### src/rtl/mem_bist_pkg.sv
// rtl/mem_bist_pkg.sv - shared state encoding and pipeline constants for mem_bist
package mem_bist_pkg;

    typedef enum logic [2:0] {
        IDLE,
        FILL,
        PASS_A,
        PASS_B,
        DRAIN
    } state_e;

    localparam int CMP_DEPTH = 2;
    localparam int DRAIN_LEN = 2;

    // Drain counter value on the cycle that returns to IDLE
    localparam logic [1:0] DRAIN_LAST = 2'(DRAIN_LEN - 1);

endpackage

### src/rtl/mem_bist_if.sv
// rtl/mem_bist_if.sv - memory-side bus between mem_bist and the single-port memory
interface mem_bist_if #(
    parameter int wordSize    = 8,
    parameter int addressSize = 3
);
    logic [addressSize-1:0] MEM_ADDR;
    logic [wordSize-1:0]    MEM_DIN;
    logic [wordSize-1:0]    MEM_DOUT;

    modport master (output MEM_ADDR, output MEM_DIN, input MEM_DOUT);
    modport slave  (input MEM_ADDR, input MEM_DIN, output MEM_DOUT);
endinterface

### src/rtl/mem_bist_cmp.sv
// rtl/mem_bist_cmp.sv - two-stage compare pipeline and mismatch accounting
module mem_bist_cmp
    import mem_bist_pkg::*;
#(
    parameter int wordSize    = 8,
    parameter int addressSize = 3
) (
    input  logic                   CLK,
    input  logic                   RST,
    input  logic                   clear_i,
    input  logic                   launch_vld_i,
    input  logic [addressSize-1:0] launch_addr_i,
    input  logic [wordSize-1:0]    launch_exp_i,
    input  logic [wordSize-1:0]    dout_i,
    output logic                   fail_o,
    output logic [addressSize-1:0] fail_addr_o,
    output logic [addressSize+1:0] err_count_o
);

    logic                   vld_q  [CMP_DEPTH];
    logic [addressSize-1:0] addr_q [CMP_DEPTH];
    logic [wordSize-1:0]    exp_q  [CMP_DEPTH];

    logic                   fail_q, fail_d;
    logic [addressSize-1:0] fail_addr_q, fail_addr_d;
    logic [addressSize+1:0] err_q, err_d;
    logic                   mismatch;

    always_ff @(posedge CLK) begin
        if (RST) begin
            for (int i = 0; i < CMP_DEPTH; i++) begin
                vld_q[i]  <= 1'b0;
                addr_q[i] <= '0;
                exp_q[i]  <= '0;
            end
        end else begin
            vld_q[0]  <= launch_vld_i;
            addr_q[0] <= launch_addr_i;
            exp_q[0]  <= launch_exp_i;
            for (int i = 1; i < CMP_DEPTH; i++) begin
                vld_q[i]  <= vld_q[i-1];
                addr_q[i] <= addr_q[i-1];
                exp_q[i]  <= exp_q[i-1];
            end
        end
    end

    // The last stage lines up with the memory's registered read data
    assign mismatch = vld_q[CMP_DEPTH-1] && (dout_i != exp_q[CMP_DEPTH-1]);

    always_comb begin
        fail_d      = fail_q;
        fail_addr_d = fail_addr_q;
        err_d       = err_q;
        if (clear_i) begin
            fail_d      = 1'b0;
            fail_addr_d = '0;
            err_d       = '0;
        end else if (mismatch) begin
            fail_d = 1'b1;
            if (!fail_q) fail_addr_d = addr_q[CMP_DEPTH-1];
            if (err_q != '1) err_d = err_q + 1'b1;
        end
    end

    always_ff @(posedge CLK) begin
        if (RST) begin
            fail_q      <= 1'b0;
            fail_addr_q <= '0;
            err_q       <= '0;
        end else begin
            fail_q      <= fail_d;
            fail_addr_q <= fail_addr_d;
            err_q       <= err_d;
        end
    end

    assign fail_o      = fail_q;
    assign fail_addr_o = fail_addr_q;
    assign err_count_o = err_q;

endmodule

### src/rtl/mem_bist.sv
// rtl/mem_bist.sv - fill / invert / restore march BIST for a read-then-write memory
module mem_bist
    import mem_bist_pkg::*;
#(
    parameter int wordSize    = 8,
    parameter int addressSize = 3
) (
    input  logic                   CLK,
    input  logic                   RST,
    input  logic                   START,
    input  logic [wordSize-1:0]    PATTERN,
    mem_bist_if.master             mem,
    output logic                   BUSY,
    output logic                   DONE,
    output logic                   FAIL,
    output logic [addressSize-1:0] FAIL_ADDR,
    output logic [addressSize+1:0] ERR_COUNT
);

    localparam logic [addressSize-1:0] LAST_ADDR = '1;

    state_e                 state_q, state_d;
    logic [addressSize-1:0] addr_q, addr_d;
    logic [wordSize-1:0]    din_q, din_d;
    logic [wordSize-1:0]    pat_q, pat_d;
    logic                   busy_q, busy_d;
    logic                   done_q, done_d;
    logic [1:0]             drain_q, drain_d;
    logic                   clear;
    logic                   launch_vld;
    logic [wordSize-1:0]    launch_exp;
    logic                   last;

    assign last = (addr_q == LAST_ADDR);

    always_comb begin
        state_d    = state_q;
        addr_d     = addr_q;
        din_d      = din_q;
        pat_d      = pat_q;
        busy_d     = busy_q;
        done_d     = 1'b0;
        drain_d    = drain_q;
        clear      = 1'b0;
        launch_vld = 1'b0;
        launch_exp = pat_q;
        case (state_q)
            IDLE: begin
                if (START) begin
                    state_d = FILL;
                    pat_d   = PATTERN;
                    addr_d  = '0;
                    din_d   = PATTERN;
                    busy_d  = 1'b1;
                    clear   = 1'b1;
                end
            end
            FILL: begin
                addr_d = addr_q + 1'b1;
                din_d  = pat_q;
                if (last) begin
                    state_d    = PASS_A;
                    din_d      = ~pat_q;
                    launch_vld = 1'b1;
                end
            end
            // A launch carries the expectation of the pass the new address belongs to
            PASS_A: begin
                addr_d     = addr_q + 1'b1;
                launch_vld = 1'b1;
                din_d      = ~pat_q;
                if (last) begin
                    state_d    = PASS_B;
                    din_d      = pat_q;
                    launch_exp = ~pat_q;
                end
            end
            PASS_B: begin
                din_d = pat_q;
                if (last) begin
                    state_d = DRAIN;
                    drain_d = '0;
                end else begin
                    addr_d     = addr_q + 1'b1;
                    launch_vld = 1'b1;
                    launch_exp = ~pat_q;
                end
            end
            DRAIN: begin
                drain_d = drain_q + 1'b1;
                if (drain_q == DRAIN_LAST) begin
                    state_d = IDLE;
                    busy_d  = 1'b0;
                    done_d  = 1'b1;
                end
            end
            default: state_d = IDLE;
        endcase
    end

    always_ff @(posedge CLK) begin
        if (RST) begin
            state_q <= IDLE;
            addr_q  <= '0;
            din_q   <= '0;
            pat_q   <= '0;
            busy_q  <= 1'b0;
            done_q  <= 1'b0;
            drain_q <= '0;
        end else begin
            state_q <= state_d;
            addr_q  <= addr_d;
            din_q   <= din_d;
            pat_q   <= pat_d;
            busy_q  <= busy_d;
            done_q  <= done_d;
            drain_q <= drain_d;
        end
    end

    mem_bist_cmp #(
        .wordSize    (wordSize),
        .addressSize (addressSize)
    ) u_cmp (
        .CLK           (CLK),
        .RST           (RST),
        .clear_i       (clear),
        .launch_vld_i  (launch_vld),
        .launch_addr_i (addr_d),
        .launch_exp_i  (launch_exp),
        .dout_i        (mem.MEM_DOUT),
        .fail_o        (FAIL),
        .fail_addr_o   (FAIL_ADDR),
        .err_count_o   (ERR_COUNT)
    );

    assign mem.MEM_ADDR = addr_q;
    assign mem.MEM_DIN  = din_q;
    assign BUSY         = busy_q;
    assign DONE         = done_q;

endmodule

### src/flat_wrapper.sv
// flat-port wrapper written by rule: the top's interface ports become plain ports
module mem_bist_flat import mem_bist_pkg::*;
#(
    parameter int wordSize    = 8,
    parameter int addressSize = 3
)
  (CLK, RST, START, PATTERN, BUSY, DONE, FAIL, FAIL_ADDR, ERR_COUNT, mem_MEM_ADDR, mem_MEM_DIN, mem_MEM_DOUT);
  mem_bist_if #(.wordSize(wordSize), .addressSize(addressSize)) mem_i ();
  input  logic CLK;
  input  logic RST;
  input  logic START;
  input  logic [wordSize-1:0] PATTERN;
  output logic BUSY;
  output logic DONE;
  output logic FAIL;
  output logic [addressSize-1:0] FAIL_ADDR;
  output logic [addressSize+1:0] ERR_COUNT;
  output wire logic [$bits(mem_i.MEM_ADDR)-1:0] mem_MEM_ADDR;
  output wire logic [$bits(mem_i.MEM_DIN)-1:0] mem_MEM_DIN;
  input wire logic [$bits(mem_i.MEM_DOUT)-1:0] mem_MEM_DOUT;
  assign mem_MEM_ADDR = mem_i.MEM_ADDR;
  assign mem_MEM_DIN = mem_i.MEM_DIN;
  assign mem_i.MEM_DOUT = mem_MEM_DOUT;
  mem_bist #(.wordSize(wordSize), .addressSize(addressSize)) u_core (.CLK(CLK), .RST(RST), .START(START), .PATTERN(PATTERN), .mem(mem_i), .BUSY(BUSY), .DONE(DONE), .FAIL(FAIL), .FAIL_ADDR(FAIL_ADDR), .ERR_COUNT(ERR_COUNT));
endmodule
### config.mk
export PLATFORM = sky130hd
export DESIGN_NAME = mem_bist_flat
export DESIGN_NICKNAME = d
export VERILOG_FILES = /design/src/rtl/mem_bist_pkg.sv /design/src/rtl/mem_bist_if.sv /design/src/rtl/mem_bist_cmp.sv /design/src/rtl/mem_bist.sv /design/src/flat_wrapper.sv
export SDC_FILE = /design/constraint.sdc
export NUM_CORES = 1
export LEC_CHECK = 0
export ABC_AREA = 1
export CAP_MARGIN = 20
export CORE_MARGIN = 2
export CORE_UTILIZATION = 57
export CTS_CLUSTER_DIAMETER = 120
export DETAILED_ROUTE_END_ITERATION = 8
export GPL_TIMING_DRIVEN = 0
export MAX_ROUTING_LAYER = met4
export PLACE_DENSITY = 0.84
export SYNTH_ARGS = -nofsm -noshare
export SYNTH_HDL_FRONTEND = slang
export SYNTH_SLANG_ARGS = --single-unit
### constraint.sdc
create_clock -name CLK -period 3.27 [get_ports CLK]
set_input_delay 0.981 -clock CLK [delete_from_list [all_inputs] [get_ports CLK]]
set_output_delay 0.981 -clock CLK [all_outputs]
set_load 0.005 [all_outputs]
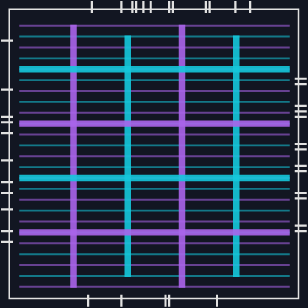
(images/floorplan.png)
(4 px per µm) Pins as bars on the die edge.
Key: cyan = VDD; purple = VSS
4 straps on met4. 4 straps on met5. The core has 24 rows. 25 met1 rails follow the rows.

==> reports/metrics.yaml <==
async_reset_ff_frac: 0
first_pass_iters: 4
via_count: 2366
grt_pass1_wl_um: 9420
reg2reg_to: "u_core.mem.MEM_DIN[7]$_SDFFE_PP0P_"
cts_tree: "built"
place_area_um2: 3090
clock_area_frac: 0.0288
wirelength_um: 5520
clkTransAtPathRegs_ns: 0.11
seq-cell-share: 0.353
fill_cells: 377
die_h_um: 71.9
clock_latency_ns: 0.32
setup.worst_path.start: "u_core.u_cmp.err_count_o[0]$_SDFFE_PP0P_"
comb_area_um2: 1200
nonClockInverterCount: 62
max-slew-margin-rel: 0.598
max-vdd-ir-drop_uv: 285
io_buffers: 39
hold_end: "u_core.u_cmp.exp_q[0][14]$_SDFF_PP0_"
synth.avg_cell_area_um2: 7.19
maxCapViolations: 0
layout_top_cell: "nand2_1"
multi_input_comb_cells: 237
grt_max_degree: 19
rows: 24
clockRootBuffer: "clkbuf_8"
end_kind: "primary output"
post_cts_buffers: 0
floorplan.nets: 390
cp_slowest_cell: "clkdlybuf4s50_1"
core_area_um2: 4410
cts_max_path_buffers: 2
drc_errors: 0
dp_worst_setup_slack_ns: 0.805
cts_buffers: 5
h-tree-depth: 2
path_depth: 1
grt_use_total: 0.237
layout_top_cells: "77 x nand2_1, 58 x inv_1, 56 x dfxtp_1, 44 x nor2_1, 39 x clkdlybuf4s50_1"
top_area_frac: 0.426
initialDrtViolationCount: 127
largest_register_ffs: 16
ff_count: 56
xor_area_frac: 0.0400
regMostFlops: "u_core.u_cmp.exp_q"
grt_antenna_before_repair: 0
diodes: 0
ant_nets: 0
internal_power_mw: 0.989
ios: 41
yosysWarnings: 0
rr_worst_depth: 9
hold_class: "register to register"
timing.final.crit_share: 0.676
leakagePower_nw: 1.42
layout.nonclk_buf_frac: 0.148
reg2reg_from: "u_core.mem.MEM_ADDR[0]$_SDFFE_PP0P_"
fp_util: 0.596
setup_viol: 0
worst_pin_slew_ns: 0.603
ys.flop_type: "dfxtp_1"
worstSetupPathType: "register to primary output"
min-delay-start: "u_core.u_cmp.exp_q[0][6]$_SDFF_PP0_"
dp_hpwl_um: 4030
p_comb_mw: 0.239
status: "complete, no violations"
taps: 52
clk-power_mw: 0.391
tns_ns: 0
chip_area_um2: 5170
final_area_um2: 3180
cp_cell_sequence: "clkdlybuf4s50_1"
clkSinkCount: 56
power_frac_clock: 0.282
grt_pass1_vias: 2176
pwr-share-seq: 0.546
nNonClkBuffers: 50
path_delay_family: "buffers and inverters"
synth_flops: 56
routedWlPerCell_um: 11.9
post_cts_resized: 0
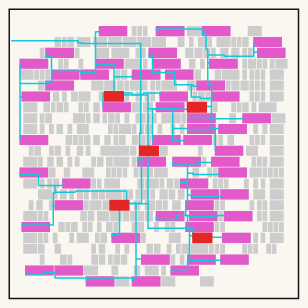
(images/clock_wires.png)
(4 px per µm)
Key: magenta = flip-flops [count 56]; cyan = clock wires [length 614 µm]; red = clock-net drivers [count 5]
Position of the flops: spread over the die. There are 6 routed clock nets.

-- routing by layer --
layer  GRT usage  vias up  part of all wire
met2       0.404       64              0.48
met5           -        -                 0
li1            -     1231                 -
met3      0.0458       13             0.043
met4      0.0901        0             0.026
met1       0.277     1058              0.45
-- stage by stage --
step	instances	utilization	hold slack (ns)
3_5_place_dp	457	0.699	0.395
4_1_cts	465	0.720	0.409
5_1_grt	465	0.720	0.420
2_1_floorplan	366	-	0.388
3_3_place_gp	457	0.699	0.389
6_report	465	0.720	0.407
Power figures rest on the tool's default switching activity, not on a simulated workload.
